**src/rtl/wshb_arb_pkg.sv**
```systemverilog
// Shared types and helpers for the two-master Wishbone arbiter.
// Owner indices are the bit positions used in the one-hot grant vector.
package wshb_arb_pkg;

   typedef enum logic [1:0] {
      IDLE     = 2'd0,
      GNT0     = 2'd1,
      GNT1     = 2'd2,
      HANDOVER = 2'd3
   } arb_state_t;

   localparam logic OWNER_M0 = 1'b0;
   localparam logic OWNER_M1 = 1'b1;

   // One-hot grant vector that goes with a given FSM state.
   function automatic logic [1:0] gnt_of(input arb_state_t s);
      logic [1:0] g;
      g = 2'b00;
      if (s == GNT0) g = 2'b01;
      if (s == GNT1) g = 2'b10;
      return g;
   endfunction

   function automatic arb_state_t gnt_state(input logic owner);
      return (owner == OWNER_M1) ? GNT1 : GNT0;
   endfunction

endpackage

```
**src/rtl/wshb_arb_pick.sv**
```systemverilog
// Round-robin next-owner selection for two requesters.
// On a tie the master that did not own the bus last wins.
module wshb_arb_pick
   import wshb_arb_pkg::*;
(
   input  logic req0_i,
   input  logic req1_i,
   input  logic last_i,
   output logic owner_o,
   output logic valid_o
);

   always_comb begin
      valid_o = req0_i | req1_i;
      if (req0_i && req1_i)
         owner_o = ~last_i;
      else if (req1_i)
         owner_o = OWNER_M1;
      else
         owner_o = OWNER_M0;
   end

endmodule

```
**src/rtl/wshb_arbiter2.sv**
```systemverilog
// Two-master -> one-slave Wishbone arbiter with round-robin grant and a per-grant ack quota.
// Slave-side muxing is combinational from the registered owner state; cti/bte are not routed.
module wshb_arbiter2
   import wshb_arb_pkg::*;
#(
   parameter int ADR_W     = 32,
   parameter int DAT_W     = 32,
   parameter int MAX_BURST = 64,
   localparam int SEL_W    = DAT_W / 8
) (
   input  logic             clk,
   input  logic             rst,

   input  logic             m0_cyc,
   input  logic             m0_stb,
   input  logic             m0_we,
   input  logic [ADR_W-1:0] m0_adr,
   input  logic [SEL_W-1:0] m0_sel,
   input  logic [DAT_W-1:0] m0_dat_ms,
   output logic             m0_ack,

   input  logic             m1_cyc,
   input  logic             m1_stb,
   input  logic             m1_we,
   input  logic [ADR_W-1:0] m1_adr,
   input  logic [SEL_W-1:0] m1_sel,
   input  logic [DAT_W-1:0] m1_dat_ms,
   output logic             m1_ack,

   output logic [DAT_W-1:0] m_dat_sm,

   output logic             s_cyc,
   output logic             s_stb,
   output logic             s_we,
   output logic [ADR_W-1:0] s_adr,
   output logic [SEL_W-1:0] s_sel,
   output logic [DAT_W-1:0] s_dat_ms,
   input  logic             s_ack,
   input  logic [DAT_W-1:0] s_dat_sm,

   output logic [1:0]       gnt
);

   localparam bit QUOTA_ON = (MAX_BURST != 0);
   localparam int CNT_W    = (MAX_BURST == 0) ? 1 : $clog2(MAX_BURST + 1);
   // With no quota the counter is unused; saturate at 1 just to keep it well defined.
   localparam logic [CNT_W-1:0] CNT_SAT = CNT_W'((MAX_BURST == 0) ? 1 : MAX_BURST);

   arb_state_t       state_q, state_d;
   logic             last_q, last_d;
   logic [CNT_W-1:0] ack_cnt_q, ack_cnt_d;
   logic [1:0]       gnt_q;

   logic             req0, req1;
   logic             pick_owner, pick_valid;

   logic             own_cyc;
   logic             own_idx;
   logic             other_req;
   logic             ack_fwd;
   logic [CNT_W-1:0] cnt_inc;

   assign req0 = m0_cyc & m0_stb;
   assign req1 = m1_cyc & m1_stb;

   wshb_arb_pick u_pick (
      .req0_i  (req0),
      .req1_i  (req1),
      .last_i  (last_q),
      .owner_o (pick_owner),
      .valid_o (pick_valid)
   );

   // Slave-side mux and ack return, driven purely by the current owner state so that
   // an asynchronous reset forces every handshake output low without waiting for a clock.
   always_comb begin
      // NOTE: every output gets a default first so no path through the case infers a latch.
      s_cyc    = 1'b0;
      s_stb    = 1'b0;
      s_we     = 1'b0;
      s_adr    = '0;
      s_sel    = '0;
      s_dat_ms = '0;
      m0_ack   = 1'b0;
      m1_ack   = 1'b0;
      m_dat_sm = s_dat_sm;

      unique case (state_q)
         GNT0: begin
            s_cyc    = m0_cyc;
            s_stb    = m0_stb;
            s_we     = m0_we;
            s_adr    = m0_adr;
            s_sel    = m0_sel;
            s_dat_ms = m0_dat_ms;
            m0_ack   = s_ack & m0_stb;
         end
         GNT1: begin
            s_cyc    = m1_cyc;
            s_stb    = m1_stb;
            s_we     = m1_we;
            s_adr    = m1_adr;
            s_sel    = m1_sel;
            s_dat_ms = m1_dat_ms;
            m1_ack   = s_ack & m1_stb;
         end
         default: ;
      endcase
   end

   // Owner-relative view of the bus, so the GNT0/GNT1 exit logic is written once.
   always_comb begin
      own_idx   = OWNER_M0;
      own_cyc   = 1'b0;
      other_req = 1'b0;
      ack_fwd   = 1'b0;
      if (state_q == GNT0) begin
         own_idx   = OWNER_M0;
         own_cyc   = m0_cyc;
         other_req = req1;
         ack_fwd   = m0_ack;
      end else if (state_q == GNT1) begin
         own_idx   = OWNER_M1;
         own_cyc   = m1_cyc;
         other_req = req0;
         ack_fwd   = m1_ack;
      end
      cnt_inc = (ack_fwd && (ack_cnt_q != CNT_SAT)) ? ack_cnt_q + CNT_W'(1) : ack_cnt_q;
   end

   always_comb begin
      state_d   = state_q;
      last_d    = last_q;
      ack_cnt_d = ack_cnt_q;

      unique case (state_q)
         IDLE: begin
            if (pick_valid) begin
               state_d   = gnt_state(pick_owner);
               ack_cnt_d = '0;
            end
         end

         GNT0, GNT1: begin
            ack_cnt_d = cnt_inc;
            if (!own_cyc) begin
               state_d = IDLE;
               last_d  = own_idx;
            end else if (QUOTA_ON && (cnt_inc == CNT_SAT) && other_req) begin
               // Quota used up and the other side is waiting: the ack that got us here
               // is still forwarded, the bus is released on the next edge.
               state_d = HANDOVER;
               last_d  = own_idx;
            end
         end

         HANDOVER: begin
            ack_cnt_d = '0;
            if ((last_q == OWNER_M1) ? req0 : req1)
               state_d = gnt_state(~last_q);
            else
               state_d = IDLE;
         end

         default: state_d = IDLE;
      endcase
   end

   always_ff @(posedge clk or posedge rst) begin
      if (rst) begin
         state_q   <= IDLE;
         last_q    <= OWNER_M1;
         ack_cnt_q <= '0;
         gnt_q     <= 2'b00;
      end else begin
         // NOTE: non-blocking assignments so every register samples pre-edge values.
         state_q   <= state_d;
         last_q    <= last_d;
         ack_cnt_q <= ack_cnt_d;
         gnt_q     <= gnt_of(state_d);
      end
   end

   assign gnt = gnt_q;

endmodule
```
**config.mk**
```make
export PLATFORM = sky130hd
export DESIGN_NAME = wshb_arbiter2
export DESIGN_NICKNAME = d
export VERILOG_FILES = /design/src/rtl/wshb_arb_pkg.sv /design/src/rtl/wshb_arb_pick.sv /design/src/rtl/wshb_arbiter2.sv
export SDC_FILE = /design/constraint.sdc
export NUM_CORES = 1
export LEC_CHECK = 0
export ABC_CLOCK_PERIOD_IN_PS = 2900
export CAP_MARGIN = 0
export CORE_AREA = 2 2 111 113
export DETAILED_ROUTE_END_ITERATION = 8
export DIE_AREA = 0 0 113 115
export GPL_TIMING_DRIVEN = 0
export PLACE_DENSITY = 0.66
export SLEW_MARGIN = 10
export SYNTH_ARGS = -nofsm -noshare
export SYNTH_HDL_FRONTEND = slang
export SYNTH_SLANG_ARGS = --single-unit
```
**constraint.sdc**
```tcl
create_clock -name clk -period 2.9 [get_ports clk]
set_input_delay 0.58 -clock clk [delete_from_list [all_inputs] [get_ports clk]]
set_output_delay 0.58 -clock clk [all_outputs]
set_load 0.1 [all_outputs]
```
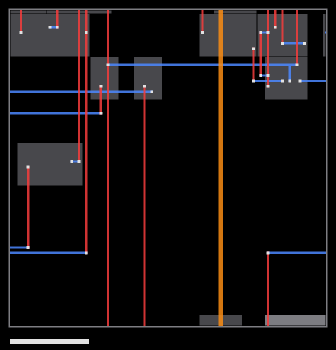
Run 1: zoomed window
Scale bar: 5 um. Window x 46 to 66, y 70 to 90 um. Cells in grey, sequential cells in the stronger grey; small squares are vias.
| colour | layer |
|---|---|
| red | metal 2 |
| blue | metal 1 |
| orange | metal 4 |
most frequent: clkbuf_2 (2)
cells with their middle in the window: 7
sequential cells in the window: 0

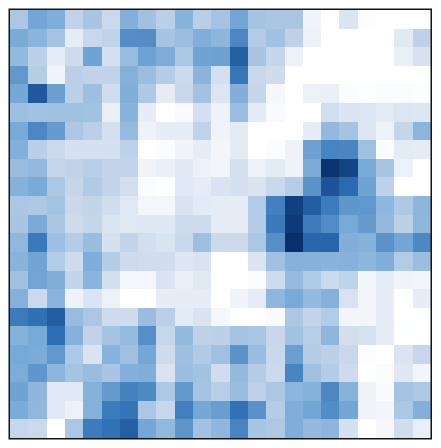
Run 1: wire density map
The die is cut into 23 by 23 equal tiles; white is low, dark blue is high, scaled to the fullest tile. Values are wire area over tile area, all layers added.
tiles over half the peak: 16%
fullest tile: 0.50
mean over tiles: 0.15
nearly empty tiles: 11%
emptiest ninth of the die: north-east
Overall Global Routing Usage: 17.5%
final wirelength: 12,100 um
DR WL/cell: 16.9 um
total via count after detailed routing: 3,364

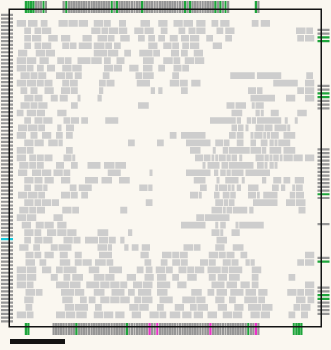
Run 1: pin placement
Scale bar: 20 um. Pins as bars across the die edge, other pins in grey.
| colour | port | pins | direction | edge |
|---|---|---|---|---|
| cyan | `m0_we` | 1 | input | west |
| green | `s_dat_sm` | 32 | input | 15 north, 9 south, 8 east |
| magenta | `m1_sel` | 4 | input | south |
all pins by edge: 88 south, 83 west, 77 north, 36 east
chip width: 113 um
count of input and output buffers: 251

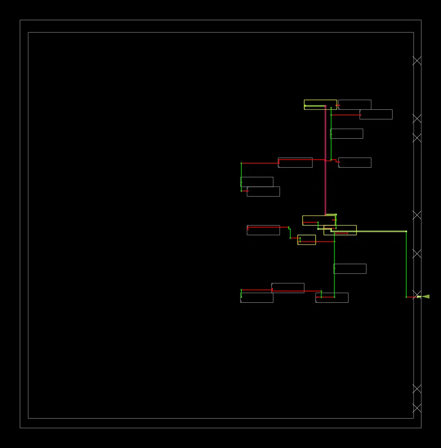
Run 1: clock wiring as the flow saved it
CLK BUF: 4
num sequential: 12

==> impl_metrics.toml, run 1 <==
# yosys + openroad results
[sta]
post-route-period-util_pct = 96.4
finalSetupViolCount = 0
finalHoldWorstSlack_ns = 0.556
timing.fmax_mhz = 358

[hold_path]
hold_path.class = "flop to flop"
hold_path_startpoint = "ack_cnt_q[2]"

[floorplan]
rows = 40

[cells_and_area]
layout.buffer.nonclock.area_share_pct = 52.1
layout.cells.non_filler = 716
num_antenna_cells = 0
buffers = 310
top_register = "ack_cnt_q"
layout.cells.most_common = "clkdlybuf4s50_1"

[critical_path]
worst_path_arrival_ns = 2.21
reg2reg_to = "gnt[0]"
cells_along_the_critical_path = "clkdlybuf4s50_1 > nand3_1 > inv_1 > dlygate4sd2_1"

[status]
violations = "DRC"
status = "complete, but fails checks"

[pwr]
total_switching_power_uw = 4700
p_sw_share_pct = 66.3

[synth]
avgSynthCellArea_um2 = 7.45
yosys.area.top_type_share_pct = 22.5
synth_xor_xnor_area_share_pct = 0

[routing]
top_layer = "met4"
avgViaCountPerCell = 4.70
dr_wl_met2_um = 6280
drc_errors = 8

[grt]
grtUsageMet1_pct = 21.5
number_of_antenna_violations_at_the_first_check_in_global_routing = 0

[clocking]
clock_tree_from_tritoncts = "done"

[place]
detailed_place.area_um2 = 5360
--- run 2 (diff from run 1) ---
Settings changed: ABC_CLOCK_PERIOD_IN_PS 2900 to 2700.
Clock period 2.9 ns to 2.7 ns, I/O delays scaled along.
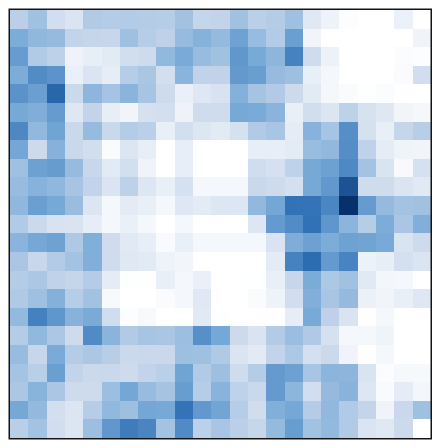
Run 2: wire density map
The die is cut into 23 by 23 equal tiles; white is low, dark blue is high, scaled to the fullest tile. Values are wire area over tile area, all layers added.
emptiest ninth of the die: centre
densest ninth of the die: east
nearly empty tiles: 12%
DR WL/cell: 16.7 um
Overall Global Routing Usage: 16.6%
total via count after detailed routing: 3,386
final wirelength: 11,900 um

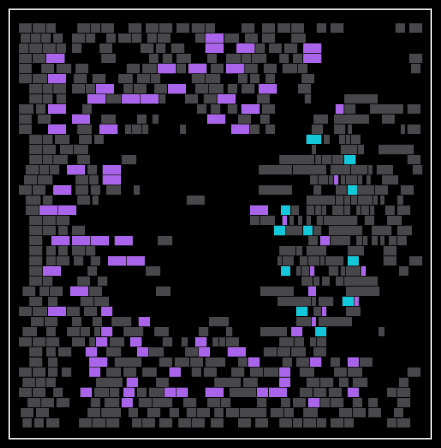
Run 2: gate-type map
| colour | family | cells | most used | where |
|---|---|---|---|---|
| purple | NOR gates | 80 | nor2b_4 | spread over the die |
| cyan | AND-OR and OR-AND gates | 11 | a22o_1 | east |
most used logic cell in the final layout: clkdlybuf4s50_1
multi-input gate share of the layout cell area: 36.3%
Non-Filler Instances: 716

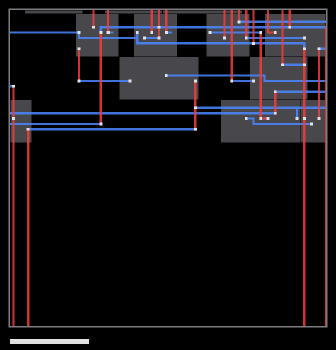
Run 2: zoomed window
Scale bar: 5 um. Window x 46 to 66, y 70 to 90 um. Cells in grey, sequential cells in the stronger grey; small squares are vias.
| colour | layer |
|---|---|
| red | metal 2 |
| blue | metal 1 |
sequential cells in the window: 0
cells with their middle in the window: 9
most frequent: a22oi_1 (3), nor2b_4 (3)

==> run 2 against run 1 <==
Against the previous run:
- the flow still finishes with violations (DRC)
- sequential share of layout area is 0.24 points lower
- via count grew 0.65%
- final cell count is the same
- die size unchanged
- critical path depth is 3 higher
- power grew 13%
- synthesized area is the same
- clock skew fell by 0.0047 ns
- cell area rose by 5.5%
- register-to-register slack barely moved
- largest cell class unchanged
==> impl_metrics.toml, run 2 <==
# yosys + openroad results
[clocking]
cts_resized = 495

[hold_path]
hold_path.class = "flop to flop"

[synth]
yosys.area.top_type_share_pct = 22.5
synth_xor_xnor_area_share_pct = 0
avgSynthCellArea_um2 = 7.45

[grt]
number_of_antenna_violations_at_the_first_check_in_global_routing = 0
grtUsageMet1_pct = 19.7

[sta]
timing.fmax_mhz = 386
finalHoldWorstSlack_ns = 0.563
post-route-period-util_pct = 96.1
finalSetupViolCount = 0

[critical_path]
cells_along_the_critical_path = "inv_1 > ha_1 > clkbuf_4 > clkbuf_4 > a22oi_1 > nor2b_4 > buf_4"
worst_path_arrival_ns = 2.05
reg2reg_to = "gnt[0]"

[pwr]
p_sw_share_pct = 63.8

[cells_and_area]
buffers = 310
num_antenna_cells = 0
layout.buffer.nonclock.area_share_pct = 53.1
num_sequential = 12

[floorplan]
die-width_um = 113

[routing]
top_layer = "met4"
avgViaCountPerCell = 4.73
drc_errors = 7

[status]
status = "complete, but fails checks"
violations = "DRC"

[place]
detailed_place.area_um2 = 5410
portBuffers = 251
--- run 3 (diff from run 2) ---
Settings changed: SLEW_MARGIN 10 to unset.
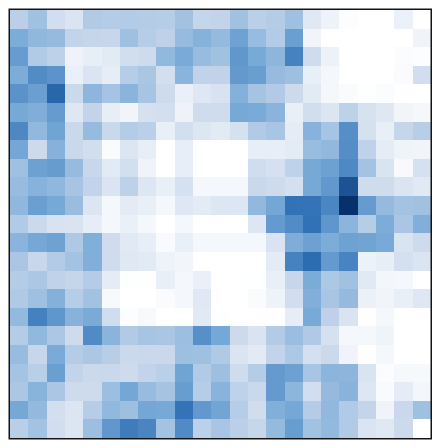
Run 3: wire density map
The die is cut into 23 by 23 equal tiles; white is low, dark blue is high, scaled to the fullest tile. Values are wire area over tile area, all layers added.
emptiest ninth of the die: centre
nearly empty tiles: 12%
fullest tile: 0.55
densest ninth of the die: east
tiles over half the peak: 14%

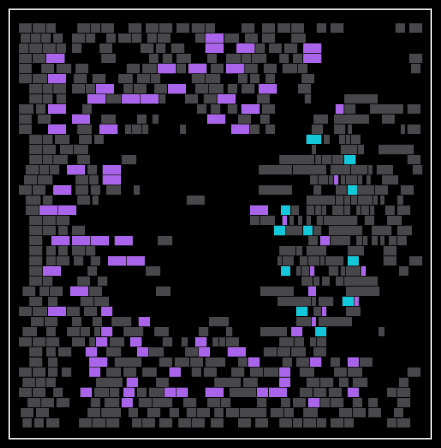
Run 3: gate-type map
| colour | family | cells | most used | where |
|---|---|---|---|---|
| cyan | AND-OR and OR-AND gates | 11 | a22o_1 | east |
| purple | NOR gates | 80 | nor2b_4 | spread over the die |

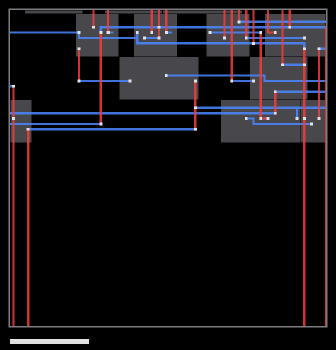
Run 3: zoomed window
Scale bar: 5 um. Window x 46 to 66, y 70 to 90 um. Cells in grey, sequential cells in the stronger grey; small squares are vias.
| colour | layer |
|---|---|
| blue | metal 1 |
| red | metal 2 |
cells with their middle in the window: 9
most frequent: a22oi_1 (3), nor2b_4 (3)
sequential cells in the window: 0

==> run 3 against run 2 <==
Against the previous run:
- sequential power about the same
- highest routed layer unchanged
- non-clock buffer count unchanged
- critical endpoint unchanged
- the flow still finishes with violations (DRC)
- worst setup slack unchanged
- largest cell class unchanged
- final cell count unchanged
- die size unchanged
- combinational power about the same
- critical path depth unchanged
- synthesized cell count unchanged
- register-to-register slack about the same
- clock power about the same
- sequential share of layout area unchanged
==> impl_metrics.toml, run 3 <==
# yosys + openroad results
[critical_path]
worst_path_arrival_ns = 2.05
reg2reg_to = "gnt[0]"

[cells_and_area]
comb_share_pct = 36.3
layout.cells.most_common = "clkdlybuf4s50_1"
num_sequential = 12

[grt]
grt_util_all_layers_pct = 16.6
grtUsageMet1_pct = 19.7
number_of_antenna_violations_at_the_first_check_in_global_routing = 0

[status]
violations = "DRC"
status = "complete, but fails checks"

[sta]
timing.fmax_mhz = 386
post-route-period-util_pct = 96.1

[routing]
detail_route.wirelength_um = 11900
top_layer = "met4"
detailroute.via_count = 3386
drc_errors = 7

[place]
detailed_place.area_um2 = 5410

[floorplan]
rows = 40

[hold_path]
hold_path_startpoint = "ack_cnt_q[2]"
hold_path.class = "flop to flop"

[synth]
yosys.area.top_type_share_pct = 22.5
synth_xor_xnor_area_share_pct = 0

[pwr]
total_switching_power_uw = 5130
p_sw_share_pct = 63.8
Power and IR drop assume default switching activity.
